### config.mk
export PLATFORM = sky130hd
export DESIGN_NAME = io_periph_resp
export DESIGN_NICKNAME = d
export VERILOG_FILES = /design/src/rtl/io_periph_pkg.sv /design/src/rtl/io_mtimer.sv /design/src/rtl/io_periph_resp.sv
export SDC_FILE = /design/constraint.sdc
export NUM_CORES = 1
export LEC_CHECK = 0
export CORE_ASPECT_RATIO = 0.6
export CORE_UTILIZATION = 50
export CTS_CLUSTER_SIZE = 14
export DETAILED_ROUTE_END_ITERATION = 7
export PLACE_DENSITY = 0.75
export REMOVE_ABC_BUFFERS = 1
export SLEW_MARGIN = 15
export SYNTH_ARGS = -nofsm -noshare
export SYNTH_HDL_FRONTEND = slang
export SYNTH_HIERARCHICAL = 1
export SYNTH_SLANG_ARGS = --single-unit
### constraint.sdc
create_clock -name clk_in -period 2.3 [get_ports clk_in]
set_clock_uncertainty 0.1 [all_clocks]
set_input_delay 0.46 -clock clk_in [delete_from_list [all_inputs] [get_ports clk_in]]
set_output_delay 0.46 -clock clk_in [all_outputs]
set_load 0.01 [all_outputs]
### src/rtl/io_periph_pkg.sv
// Shared definitions for the io_periph_resp register window: offsets, CTRL/STATUS bits, FSM states.
// The timer offsets are only decoded when IO_PERIPH_TIMER_EN is defined.
package io_periph_pkg;

  localparam int unsigned IOP_WIN_SIZE = 32;

  localparam logic [4:0] IOP_SCRATCH0    = 5'h00;
  localparam logic [4:0] IOP_SCRATCH1    = 5'h04;
  localparam logic [4:0] IOP_MTIME_LO    = 5'h08;
  localparam logic [4:0] IOP_MTIME_HI    = 5'h0C;
  localparam logic [4:0] IOP_MTIMECMP_LO = 5'h10;
  localparam logic [4:0] IOP_MTIMECMP_HI = 5'h14;
  localparam logic [4:0] IOP_CTRL        = 5'h18;
  localparam logic [4:0] IOP_STATUS      = 5'h1C;

  localparam int unsigned IOP_CTRL_TMR_EN  = 0;
  localparam int unsigned IOP_CTRL_IRQ_EN  = 1;
  localparam int unsigned IOP_STATUS_PEND  = 0;

  typedef enum logic [1:0] {
    IDLE = 2'd0,
    WAIT = 2'd1,
    RESP = 2'd2,
    DONE = 2'd3
  } IOP_STATE_T;

  // Offsets from MTIME_LO upward belong to the timer block.
  function automatic logic iop_is_timer_off(input logic [4:0] off);
    return off >= IOP_MTIME_LO;
  endfunction

endpackage

### src/rtl/io_mtimer.sv
// 64-bit machine timer with compare, sticky PEND (W1C) and registered interrupt output.
// Instantiated by io_periph_resp only when IO_PERIPH_TIMER_EN is defined.
module io_mtimer
  import io_periph_pkg::*;
(
  input  logic        clk_in,
  input  logic        reset_in,
  input  logic        wr_en_i,
  input  logic [4:0]  off_i,
  input  logic [31:0] wr_data_i,
  output logic [31:0] rd_data_o,
  output logic        irq_o
);

  logic [63:0] mtime_q, mtime_d, mtime_inc;
  logic [63:0] mtimecmp_q, mtimecmp_d;
  logic [1:0]  ctrl_q, ctrl_d;
  logic        pend_q, pend_d;
  logic        irq_q, irq_d;
  logic        hit;

  assign mtime_inc = mtime_q + 64'd1;
  assign hit       = (mtime_q >= mtimecmp_q);

  always_comb begin
    mtime_d    = ctrl_q[IOP_CTRL_TMR_EN] ? mtime_inc : mtime_q;
    mtimecmp_d = mtimecmp_q;
    ctrl_d     = ctrl_q;
    pend_d     = pend_q;
    if (wr_en_i) begin
      // A half-write overrides that half of the increment and suppresses any carry across.
      unique case (off_i)
        IOP_MTIME_LO:    mtime_d           = {mtime_q[63:32], wr_data_i};
        IOP_MTIME_HI:    mtime_d[63:32]    = wr_data_i;
        IOP_MTIMECMP_LO: mtimecmp_d[31:0]  = wr_data_i;
        IOP_MTIMECMP_HI: mtimecmp_d[63:32] = wr_data_i;
        IOP_CTRL:        ctrl_d            = wr_data_i[1:0];
        IOP_STATUS:      if (wr_data_i[IOP_STATUS_PEND]) pend_d = 1'b0;
        default:         ;
      endcase
    end
    if (hit) pend_d = 1'b1;
    irq_d = pend_q & ctrl_q[IOP_CTRL_IRQ_EN];
  end

  always_comb begin
    rd_data_o = '0;
    unique case (off_i)
      IOP_MTIME_LO:    rd_data_o = mtime_q[31:0];
      IOP_MTIME_HI:    rd_data_o = mtime_q[63:32];
      IOP_MTIMECMP_LO: rd_data_o = mtimecmp_q[31:0];
      IOP_MTIMECMP_HI: rd_data_o = mtimecmp_q[63:32];
      IOP_CTRL:        rd_data_o = {30'd0, ctrl_q};
      IOP_STATUS:      rd_data_o = {31'd0, pend_q};
      default:         rd_data_o = '0;
    endcase
  end

  always_ff @(posedge clk_in) begin
    if (reset_in) begin
      mtime_q    <= '0;
      mtimecmp_q <= '1;
      ctrl_q     <= '0;
      pend_q     <= 1'b0;
      irq_q      <= 1'b0;
    end else begin
      mtime_q    <= mtime_d;
      mtimecmp_q <= mtimecmp_d;
      ctrl_q     <= ctrl_d;
      pend_q     <= pend_d;
      irq_q      <= irq_d;
    end
  end

  assign irq_o = irq_q;

endmodule

### src/rtl/io_periph_resp.sv
// Responder for the core's io_req/io_ack interface: scratch registers plus an optional machine timer.
// Define IO_PERIPH_TIMER_EN to build the timer (MTIME/MTIMECMP/CTRL/STATUS) and drive ext_irq.
module io_periph_resp
  import io_periph_pkg::*;
#(
  parameter int unsigned       A_SZ      = 32,
  parameter logic [A_SZ-1:0]   BASE_ADDR = A_SZ'(32'hFFFF_0000),
  parameter int unsigned       ACK_LAT   = 2
) (
  input  logic            clk_in,
  input  logic            reset_in,
  input  logic            io_req,
  input  logic [A_SZ-1:0] io_addr,
  input  logic            io_rd,
  input  logic            io_wr,
  input  logic [31:0]     io_wr_data,
  output logic            io_ack,
  output logic            io_ack_fault,
  output logic [31:0]     io_rd_data,
  output logic            ext_irq
);

  localparam int unsigned WIN_LSB = $clog2(IOP_WIN_SIZE);

  IOP_STATE_T      state_q, state_d;
  logic [3:0]      cnt_q, cnt_d;
  logic [A_SZ-1:0] addr_q, addr_d;
  logic            rd_q, rd_d;
  logic            wr_q, wr_d;
  logic [31:0]     wdata_q, wdata_d;
  logic            ack_q, ack_d;
  logic            fault_q, fault_d;
  logic [31:0]     rdata_q, rdata_d;
  logic [31:0]     scratch0_q, scratch0_d;
  logic [31:0]     scratch1_q, scratch1_d;

  logic [4:0]      off;
  logic            in_win;
  logic            bad_align;
  logic            bad_dir;
  logic            acc_fault;
  logic [31:0]     reg_rdata;
  logic            commit_wr;

  // Decode of the latched request, evaluated while in WAIT.
  assign off       = addr_q[WIN_LSB-1:0];
  assign in_win    = (addr_q[A_SZ-1:WIN_LSB] == BASE_ADDR[A_SZ-1:WIN_LSB]);
  assign bad_align = (addr_q[1:0] != 2'b00);
  assign bad_dir   = (rd_q == wr_q);

`ifdef IO_PERIPH_TIMER_EN
  logic [31:0] tmr_rdata;

  assign acc_fault = !in_win || bad_align || bad_dir;

  io_mtimer u_mtimer (
    .clk_in    (clk_in),
    .reset_in  (reset_in),
    .wr_en_i   (commit_wr),
    .off_i     (off),
    .wr_data_i (wdata_q),
    .rd_data_o (tmr_rdata),
    .irq_o     (ext_irq)
  );
`else
  assign acc_fault = !in_win || bad_align || bad_dir || iop_is_timer_off(off);
  assign ext_irq   = 1'b0;
`endif

  always_comb begin
    reg_rdata = '0;
    unique case (off)
      IOP_SCRATCH0: reg_rdata = scratch0_q;
      IOP_SCRATCH1: reg_rdata = scratch1_q;
`ifdef IO_PERIPH_TIMER_EN
      default:      reg_rdata = tmr_rdata;
`else
      default:      reg_rdata = '0;
`endif
    endcase
  end

  // ack_q is only ever set for a fault-free request, so it qualifies the write.
  assign commit_wr = (state_q == RESP) && ack_q && wr_q;

  always_comb begin
    state_d = state_q;
    cnt_d   = cnt_q;
    addr_d  = addr_q;
    rd_d    = rd_q;
    wr_d    = wr_q;
    wdata_d = wdata_q;
    ack_d   = 1'b0;
    fault_d = 1'b0;
    rdata_d = rdata_q;
    unique case (state_q)
      IDLE: begin
        if (io_req) begin
          addr_d  = io_addr;
          rd_d    = io_rd;
          wr_d    = io_wr;
          wdata_d = io_wr_data;
          cnt_d   = 4'(ACK_LAT - 1);
          state_d = WAIT;
        end
      end
      WAIT: begin
        if (cnt_q == 4'd0) begin
          ack_d   = !acc_fault;
          fault_d = acc_fault;
          rdata_d = (acc_fault || !rd_q) ? 32'd0 : reg_rdata;
          state_d = RESP;
        end else begin
          cnt_d = cnt_q - 4'd1;
        end
      end
      RESP: state_d = DONE;
      DONE: begin
        if (!io_req) state_d = IDLE;
      end
      default: state_d = IDLE;
    endcase
  end

  always_comb begin
    scratch0_d = scratch0_q;
    scratch1_d = scratch1_q;
    if (commit_wr && (off == IOP_SCRATCH0)) scratch0_d = wdata_q;
    if (commit_wr && (off == IOP_SCRATCH1)) scratch1_d = wdata_q;
  end

  always_ff @(posedge clk_in) begin
    if (reset_in) begin
      state_q    <= IDLE;
      cnt_q      <= '0;
      addr_q     <= '0;
      rd_q       <= 1'b0;
      wr_q       <= 1'b0;
      wdata_q    <= '0;
      ack_q      <= 1'b0;
      fault_q    <= 1'b0;
      rdata_q    <= '0;
      scratch0_q <= '0;
      scratch1_q <= '0;
    end else begin
      state_q    <= state_d;
      cnt_q      <= cnt_d;
      addr_q     <= addr_d;
      rd_q       <= rd_d;
      wr_q       <= wr_d;
      wdata_q    <= wdata_d;
      ack_q      <= ack_d;
      fault_q    <= fault_d;
      rdata_q    <= rdata_d;
      scratch0_q <= scratch0_d;
      scratch1_q <= scratch1_d;
    end
  end

  assign io_ack       = ack_q;
  assign io_ack_fault = fault_q;
  assign io_rd_data   = rdata_q;

endmodule
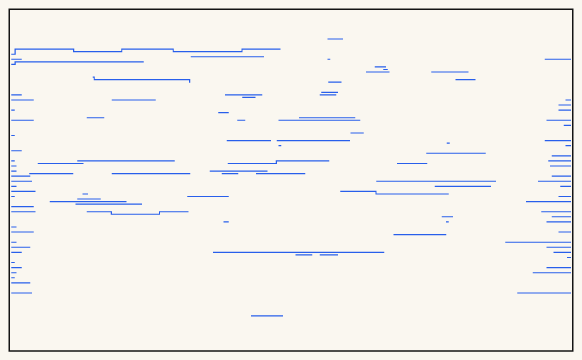
Run 1: metal 3
nets with wire on the layer	84
longest straight run	45.5 um
share of all routed wire	5.9%
via count: 5,686
final WL: 16,030 um

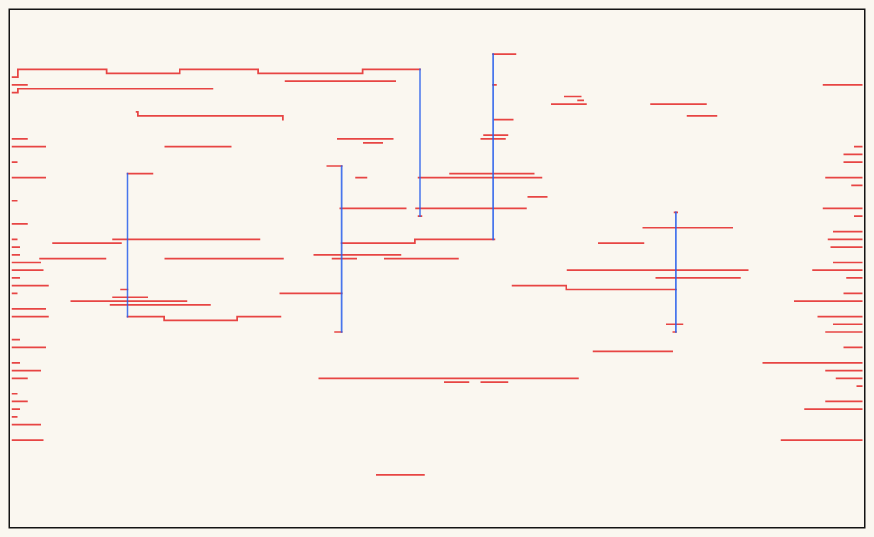
Run 1: metal layers overlaid
Two of the layers only.
colour	layer	wire length
red	met3	938 um
blue	met4	134 um
GRT Util Overall: 24.17%
WL/cell: 14.92 um

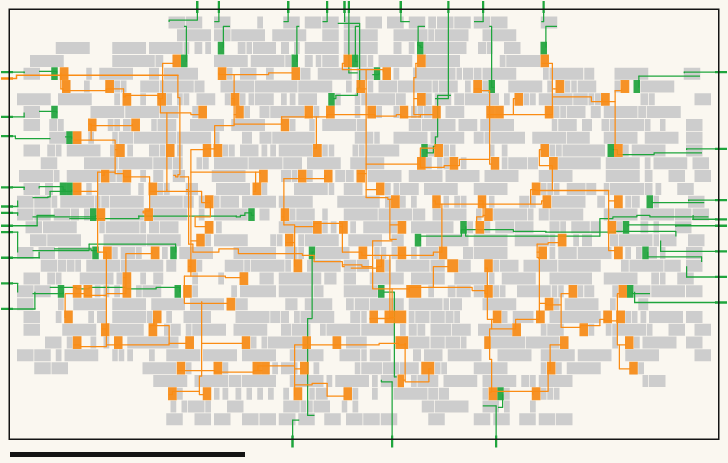
Run 1: I/O nets highlighted
The bar under the picture is 50 um long.
colour	port	bits	direction	edge	end cells	buffers	wire
orange	`reset_in`	1	input	left	138	4	1,260 um
green	`io_wr_data`	32	input	11 left, 10 top, 8 right, 3 bottom	32	32	749 um
number of port buffers: 102
IO Count: 104

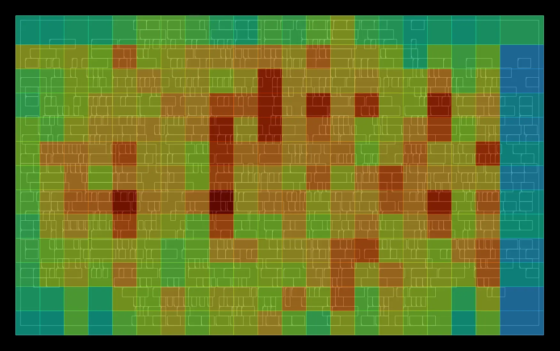
Run 1: routing congestion
Global Route met1 Usage: 34.97%
grt peak-use layer: met2
fin util: 65.30%
grt met2 use: 36.33%

==> qor.yml, run 1 <==
run_status:
  outcome: "complete, no violations"
worst_setup_path:
  crit_type: "flip-flop to flip-flop"
  worstSetupStartpointType: "flip-flop"
  cp_max_fo: 4
floorplanning:
  core_area_um2: 12850
  num_rows: 32
  fp.dieW_um: 150.4
route:
  vias_per_cell: 5.294
  wl_met1_um: 8020
  drt_iter0_drc: 396
  wl_met2_um: 6936
  routed-wl-met3_um: 937
  top_layer: "met4"
  ant_nets: 0
sta:
  rsz0062_at_grt: "no"
  slew_headroom_pct: 59.53
  fin_tns_setup_ns: 0
  min_period_ns: 2.028
  fmax_mhz: 493.1
  maxSlewViolCount: 0
  fin_crit_sh_pct: 88.17
  worst_slew_pin_slew_ns: 0.6070
  hold_viol_final: 0
grt:
  grt_overflow: 0
  antenna_found_initial: 0
  grt_pass1_vias: 5239
cts:
  cts_sinks: 170
  cts_tree: "done"
  numCtsBuffers: 17
  htree_num_levels: 4
  clkLatencyLatePin_ns: 0.42
  cts_hold_buffers: 0
  clk_path_buf_depth: 2
pwr:
  vdd_drop_max_mv: 0.5343
  p_sw_share_pct: 30.29
  p_seq_share_pct: 42.9
  pwr-share-clk_pct: 36.2
  switching_power_w: 0.002388
  combPwrFrac_pct: 20.9
  power_density_nw_per_um2: 939.2
cells_and_area:
  layout.cells.non_filler: 1074
  diodes: 0
  drive_above_1_share_pct: 7.412
min_path:
  hp-class: "input port to flip-flop"
yosys:
  synthCells: 818
  synth_area_um2: 6609
  async_flop_share_pct: 0
  postSynthSeqShare_pct: 51.50
  ys.flop_type: "dfxtp_1"
  ys_area_um2: 6609
  synth_cell_types: 37
placed_design:
  gp_congestion: 0.7717
  placedCellCount: 1042
job:
  cap_violations: 0
==> run 1: final timing paths <==
kind / startpoint / to / slack [ns] / cells past startpoint
setup / recovery: cnt_q[0] / state_q[1] / 0.27 / 6
hold / removal: reset_in / cnt_q[1] / 0.31 / 2
setup reg to reg: cnt_q[0] / state_q[1] / 0.27 / 6
hold reg to reg: io_rd_data[22] / io_rd_data[22] / 0.34 / 2
==> run 1: cell usage after synthesis (all sizes together), types with 5 or more instances <==
cell / instances / share of area, %
buf: 19 / 1.6
nor2: 10 / 0.57
nand3: 6 / 0.45
nand2: 294 / 17
clkbuf: 46 / 2.6
o21ai: 32 / 2.4
mux2: 34 / 5.8
dfxtp: 170 / 51
ha: 7 / 1.3
a21oi: 131 / 9.9
inv: 5 / 0.28
nand4: 35 / 3.3
==> run 1: cell usage in the layout (no fill, tap or decap), types with 6 or more instances in the layout <==
master           instances
a21oi_1                131
nand3_1                  6
ha_1                     7
o21ai_1                 32
nor2_1                   9
buf_12                   7
nand4_1                 35
clkbuf_16               17
dfxtp_1                169
clkdlybuf4s50_1        101
mux2_1                  26
mux2_2                   8
buf_4                   11
nand2_1                293
==> run 1: flip-flops by register name (all words and copies together) (netlist names), 2 cells and up <==
register    cells
io_rd_data     32
addr_q         32
wdata_q        32
scratch0_q     32
cnt_q           4
scratch1_q     32
state_q         2
==> run 1: stage by stage <==
stage          hold WS, ns  total power (W)  worst slack (ns)  utilization (%)  instance area (um^2)
2_1_floorplan       0.3247         0.004377           -0.1902                -                  6327
3_3_place_gp        0.3340         0.005050            0.3148            60.66                  7796
3_5_place_dp        0.3391         0.005075            0.2405            60.66                  7796
4_1_cts             0.2993         0.007904            0.2977            65.30                  8393
5_1_grt             0.3324         0.008233            0.1223            65.30                  8393
6_report            0.3093         0.007883            0.2721            65.30                  8393
==> run 1: cell type report <==
type	count	area (um^2)
Clock inverter	13	143.9
Clock buffer	19	452.9
Tap cell	170	212.7
Sequential cell	170	3405
Multi-Input combinational cell	578	2927
Fill cell	1094	4459
Inverter	5	18.77
Timing Repair Buffer	119	1234
==> run 1: power groups by stage <==
stage / logic, W / clock network [W] / registers [W]
after floorplan: 0.000949 / 0 / 0.00343
after detailed placement: 0.00164 / 0 / 0.00344
after CTS: 0.00164 / 0.00289 / 0.00337
after global placement: 0.00162 / 0 / 0.00343
final: 0.00165 / 0.00286 / 0.00338
after global routing: 0.00181 / 0.00301 / 0.00341
==> run 1: cells by family after synthesis <==
family	after synthesis	share of synthesized area, %
compound gates	168	12.95
flops	170	51.50
xor+xnor	3	0.3976
simple gates	364	23.29
fa+ha+maj	7	1.325
buf+inv	70	4.544
other cells	1	0.05674
mux	35	5.945
==> run 1: layer usage <==
| layer | vias up | global-route usage, % |
|---|---|---|
| li1 | 2867 | - |
| met1 | 2644 | 34.97 |
| met2 | 160 | 36.33 |
| met3 | 15 | 4.422 |
| met4 | 0 | 7.071 |
| met5 | - | 0 |
==> run 1: worst max-delay path, cell delays in order (launching register included) <==
cell,delay [ns]
dfxtp_1,0.33
inv_1,0.12
ha_1,0.17
or3b_1,0.40
a221oi_1,0.48
mux2i_1,0.25
nor2_1,0.05
--- run 2 (diff from run 1) ---
--- a/config.mk
+++ b/config.mk
@@ -7,7 +7,7 @@
 export LEC_CHECK = 0
 export CORE_ASPECT_RATIO = 0.6
 export CORE_UTILIZATION = 50
-export CTS_CLUSTER_SIZE = 14
+export CTS_CLUSTER_SIZE = 20
 export DETAILED_ROUTE_END_ITERATION = 7
 export PLACE_DENSITY = 0.75
 export REMOVE_ABC_BUFFERS = 1
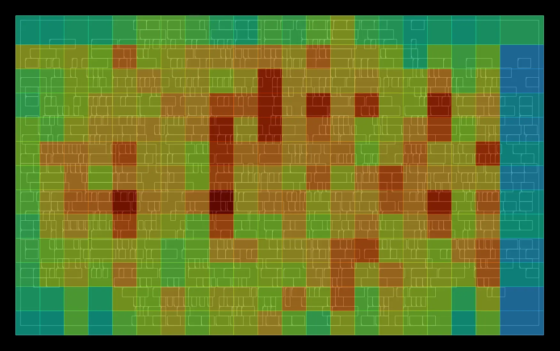
Run 2: routing congestion
grt met3 use: 4.422%

==> run 2 against run 1 <==
Global-route usage unchanged. Via count stayed put. Cell area is the same. Worst setup slack is the same. Combinational power hardly changed. First-iteration DRC count stayed put. Count of clock-buffer cells in the layout did not move.
==> qor.yml, run 2 <==
yosys:
  postSynthSeqShare_pct: 51.50
  synth_top_area_share_pct: 51.50
  synth_area_leader_cell: "dfxtp_1"
  synthCells: 818
  async_flop_share_pct: 0
  ys.flop_type: "dfxtp_1"
  synth_cell_types: 37
  area_leaders: "dfxtp_1, nand2_1, a21oi_1"
  top_cell: "nand2_1"
  synth_area_um2: 6609
  top_cells_by_count: "nand2_1, dfxtp_1, a21oi_1"
  ys_area_um2: 6609
cells_and_area:
  logic_area_um2: 2927
  lay_top_count: "nand2_1"
  diodes: 0
  fillers: 1094
  drive_above_1_share_pct: 7.412
  flop_area_um2: 3405
  layout.cells.non_filler: 1074
pwr:
  vdd_drop_max_mv: 0.5343
  switching_power_w: 0.002388
  finalPower_w: 0.007883
  p_seq_share_pct: 42.9
  p_sw_share_pct: 30.29
  intPower_w: 0.005495
  pwr-share-clk_pct: 36.2
  combPwrFrac_pct: 20.9
sta:
  timing.hold.ws_ns: 0.3093
  hold_viol_final: 0
  worst_slew_pin_slew_ns: 0.6070
  rsz0062_at_grt: "no"
  fmax_mhz: 493.1
  maxSlewViolCount: 0
  min_period_ns: 2.028
  slew_headroom_pct: 59.53
  finalWorstSetupSlack_ns: 0.2721
floorplanning:
  fp.dieW_um: 150.4
  num_rows: 32
  core_area_um2: 12850
  ios: 104
placed_design:
  gp_congestion: 0.7717
  io_buffers: 102
  placedCellCount: 1042
  place_ws_ns: 0.2405
route:
  drt_iter0_drc: 396
  via_count: 5686
  routedWlPerCell_um: 14.92
  vias_per_cell: 5.294
  ant_nets: 0
cts:
  clk_path_buf_depth: 2
  cts_sinks: 170
  htree_num_levels: 4
  numCtsBuffers: 17
  clkLatencyLatePin_ns: 0.42
  cts_tree: "done"
  cts_setup_buffers: 0
  cts_hold_buffers: 0
grt:
  grt_usage_pct: 24.17
  grt_overflow: 0
  antenna_found_initial: 0
  grt_pass1_vias: 5239
worst_setup_path:
  r2r.worst_path.cells: 6
  reg2reg_from: "cnt_q[0]"
  crit_type: "flip-flop to flip-flop"
  crit_family: "AND-OR/OR-AND gates"
  path_cells: "inv_1, ha_1, or3b_1, a221oi_1, mux2i_1, nor2_1"
  critPathBufInv: 1
  worstSetupStartpointType: "flip-flop"
  rrSetupSlack_ns: 0.27
  reg2reg_to: "state_q[1]"
  critPathSlowestCell: "a221oi_1"
job:
  cap_violations: 0
  warning_count: 30
min_path:
  hold_end: "cnt_q[1]"
  hp-class: "input port to flip-flop"
run_status:
  outcome: "complete, no violations"
-- run 2: layout make-up --
class                      count  share of cell area, %
timing repair buffer         119                  14.70
clock buffer                  19                  5.397
inverter                       5                 0.2236
sequential                   170                  40.56
clock inverter                13                  1.714
tap                          170                  2.534
multi-input combinational    578                  34.87
-- run 2: routing by layer --
layer	vias up	GRT usage [%]	wire, um
met2	160	36.33	6936
met3	15	4.422	937
li1	2867	-	-
met4	0	7.071	133
met5	-	0	0
met1	2644	34.97	8020
-- run 2: through the flow --
stage	cell area (um^2)	util (%)	TNS, ns
after CTS	8393	65.30	0
after global placement	7796	60.66	0
after floorplan	6327	-	-9.015
after global routing	8393	65.30	0
final	8393	65.30	0
after detailed placement	7796	60.66	0
-- run 2: logic make-up after synthesis --
group / count (synthesis) / synth area share [%]
xor gates and xnor gates: 3 / 0.3976
DFF: 170 / 51.50
and+or+nand+nor: 364 / 23.29
AOI/OAI and AO/OA: 168 / 12.95
adders and majority gates: 7 / 1.325
other: 1 / 0.05674
muxes: 35 / 5.945
buffers and inverters: 70 / 4.544
-- run 2: worst max path at each step --
stage,start,end,slack (ns),depth (start not counted)
after global routing,cnt_q[0],state_q[1],0.12,6
after floorplan,addr_q[2],scratch1_q[0],-0.19,3
after global placement,io_req,state_q[1],0.31,5
final,cnt_q[0],state_q[1],0.27,6
after detailed placement,io_req,state_q[1],0.24,5
after CTS,cnt_q[0],state_q[1],0.30,6
-- run 2: worst register-to-register path: cells and delay by family (launching register included) --
| kind | cells | cell delay [ns] |
|---|---|---|
| fa+ha+maj | 1 | 0.17 |
| flops | 1 | 0.33 |
| buf+inv | 1 | 0.12 |
| simple gates | 2 | 0.45 |
| compound gates | 1 | 0.48 |
| mux | 1 | 0.25 |
-- run 2: power by group through the flow --
stage               clock network, W  logic (W)  registers (W)
global route                 0.00301    0.00181        0.00341
CTS                          0.00289    0.00164        0.00337
detailed placement                 0    0.00164        0.00344
global placement                   0    0.00162        0.00343
floorplan                          0   0.000949        0.00343
finish                       0.00286    0.00165        0.00338
Run 2, ports around the boundary:
Pins as bars across the die edge, other pins in grey.
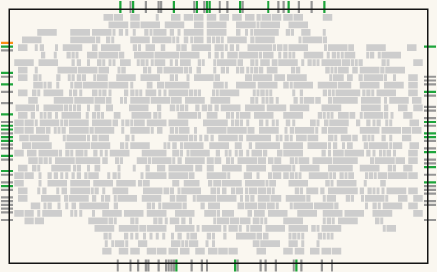

--- run 3 (diff from run 2) ---
--- a/config.mk
+++ b/config.mk
@@ -9,7 +9,7 @@
 export CORE_UTILIZATION = 50
 export CTS_CLUSTER_SIZE = 20
 export DETAILED_ROUTE_END_ITERATION = 7
-export PLACE_DENSITY = 0.75
+export DONT_BUFFER_PORTS = 1
 export REMOVE_ABC_BUFFERS = 1
 export SLEW_MARGIN = 15
 export SYNTH_ARGS = -nofsm -noshare
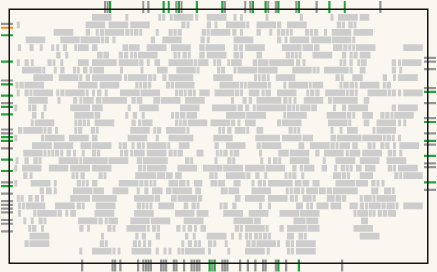
Run 3: ports around the boundary
Pins as bars across the die edge, other pins in grey.
colour	port	pins	direction	edge
green	`io_wr_data`	32	input	12 top, 11 left, 5 right, 4 bottom
orange	`clk_in`	1	input	left
all pins by edge	35 bottom, 27 left, 26 top, 16 right
die width: 150.4 um
number of port buffers: 0
die height: 91.06 um

==> run 3 against run 2 <==
Routed wire length shrank 0.77%. Clock power shrank 5%. Utilization shrank 8.5 points. Total power shrank 4.2%. Largest power group unchanged. Cell area shrank 13%. Global-route usage grew 0.33 points. Fmax grew 1.3%.
==> qor.yml, run 3 <==
route:
  drt_iter0_drc: 397
  via_count: 5336
  vias_per_cell: 5.484
  routedWlPerCell_um: 16.35
  wl_um: 15910
  ant_nets: 0
yosys:
  synth_cell_types: 37
  synth_area_um2: 6609
  postSynthSeqShare_pct: 51.50
  area_leaders: "dfxtp_1, nand2_1, a21oi_1"
  async_flop_share_pct: 0
  top_cell: "nand2_1"
  ys.flop_type: "dfxtp_1"
  top_cells_by_count: "nand2_1, dfxtp_1, a21oi_1"
  ys_area_um2: 6609
  synthCells: 818
sta:
  hold_viol_final: 0
  fin_crit_sh_pct: 87.08
  min_period_ns: 2.003
  worst_slew_pin_slew_ns: 0.8269
  fin_tns_setup_ns: 0
  fmax_mhz: 499.3
  slew_headroom_pct: 44.75
  maxSlewViolCount: 0
  rsz0062_at_grt: "no"
cells_and_area:
  layout.cells.non_filler: 973
  drive_above_1_share_pct: 7.472
  diodes: 0
  lay_top_count: "nand2_1"
  layout_top_cells: "nand2_1, dfxtp_1, a21oi_1"
worst_setup_path:
  crit_type: "flip-flop to flip-flop"
  rrSetupSlack_ns: 0.30
  cp_max_fo: 32
  worstSetupStartpointType: "flip-flop"
  r2r.worst_path.cells: 6
pwr:
  finalPower_w: 0.007550
  pwr-share-clk_pct: 36.0
  switching_power_w: 0.002259
  p_sw_share_pct: 29.92
  power_density_nw_per_um2: 1035
  intPower_w: 0.005291
  p_seq_share_pct: 45.0
  combPwrFrac_pct: 19.0
  vdd_drop_max_mv: 0.5625
floorplanning:
  core_area_um2: 12850
  ios: 104
  num_rows: 32
  fp_util_pct: 51.42
cts:
  htree_num_levels: 4
  cts_setup_buffers: 0
  clkLatencyLatePin_ns: 0.42
  cts_sinks: 170
  clk_path_buf_depth: 2
  numCtsBuffers: 17
  cts_tree: "done"
  cts_hold_buffers: 0
placed_design:
  placedCellCount: 940
  gp_congestion: 0.7693
  dpl_cell_area_um2: 6730
grt:
  grt_overflow: 0
  grt_pass1_vias: 5223
  antenna_found_initial: 0
  grt_usage_pct: 24.50
min_path:
  hp-class: "input port to flip-flop"
  whs_path_depth: 1
job:
  cap_violations: 0
  warning_count: 32
run_status:
  outcome: "complete, no violations"
## run 3: cell counts after synthesis
Identical to the previous run, type by type.
## run 3: kinds of logic (layout without fill, tap and decap cells)
logic type | Yosys count | count (layout) | synth area share, %
and+or+nand+nor | 364 | 364 | 23.29
DFF | 170 | 170 | 51.50
AOI/OAI and AO/OA | 168 | 168 | 12.95
buffers and inverters | 70 | 55 | 4.544
muxes | 35 | 35 | 5.945
adders and majority gates | 7 | 7 | 1.325
xor gates and xnor gates | 3 | 3 | 0.3976
other | 1 | 1 | 0.05674
## run 3: layer usage
| layer | part of all wire, % | global-route usage (%) | vias up |
|---|---|---|---|
| li1 | - | - | 2663 |
| met1 | 47 | 32.69 | 2498 |
| met2 | 45 | 38.40 | 161 |
| met3 | 7.1 | 6.935 | 14 |
| met4 | 0.94 | 6.987 | 0 |
| met5 | 0 | 0 | - |
## run 3: cell type report
type / count / area [um^2]
multi-input cells: 578 / 2942
repair buffers: 19 / 172.7
clock inverters: 8 / 97.59
clock buffers: 23 / 447.9
inverters: 5 / 18.77
fillers: 1146 / 5557
flip-flops and latches: 170 / 3405
well taps: 170 / 212.7
## run 3: metrics by stage
step	hold slack, ns	util, %	worst slack, ns
2_1_floorplan	0.3247	-	-0.1902
3_3_place_gp	0.3313	52.37	0.3714
3_5_place_dp	0.3370	52.37	0.3152
4_1_cts	0.006363	56.61	0.2994
5_1_grt	0.006712	56.77	0.08038
6_report	0.02193	56.77	0.2973
## run 3: critical path: stages, from the launching register on
cell and delay [ns]:
dfxtp_1 0.38, inv_1 0.10, ha_1 0.27, nand4bb_1 0.15, nor2b_4 0.71, nand2_1 0.12
o21ai_1 0.10
## run 3: final timing paths
kind | from | endpoint
worst max-delay path | state_q[1] | io_rd_data[29]
worst min-delay path | reset_in | wdata_q[12]
worst max register to register | state_q[1] | io_rd_data[29]
worst min register to register | addr_q[14] | addr_q[14]
## run 3: power by group through the flow
stage | combinational [W] | sequential [W] | clock (W)
finish | 0.00144 | 0.00340 | 0.00272
global route | 0.00163 | 0.00343 | 0.00290
CTS | 0.00145 | 0.00339 | 0.00275
detailed placement | 0.00144 | 0.00346 | 0
global placement | 0.00139 | 0.00344 | 0
floorplan | 0.000949 | 0.00343 | 0
Power figures rest on the tool's default switching activity, not on a simulated workload.
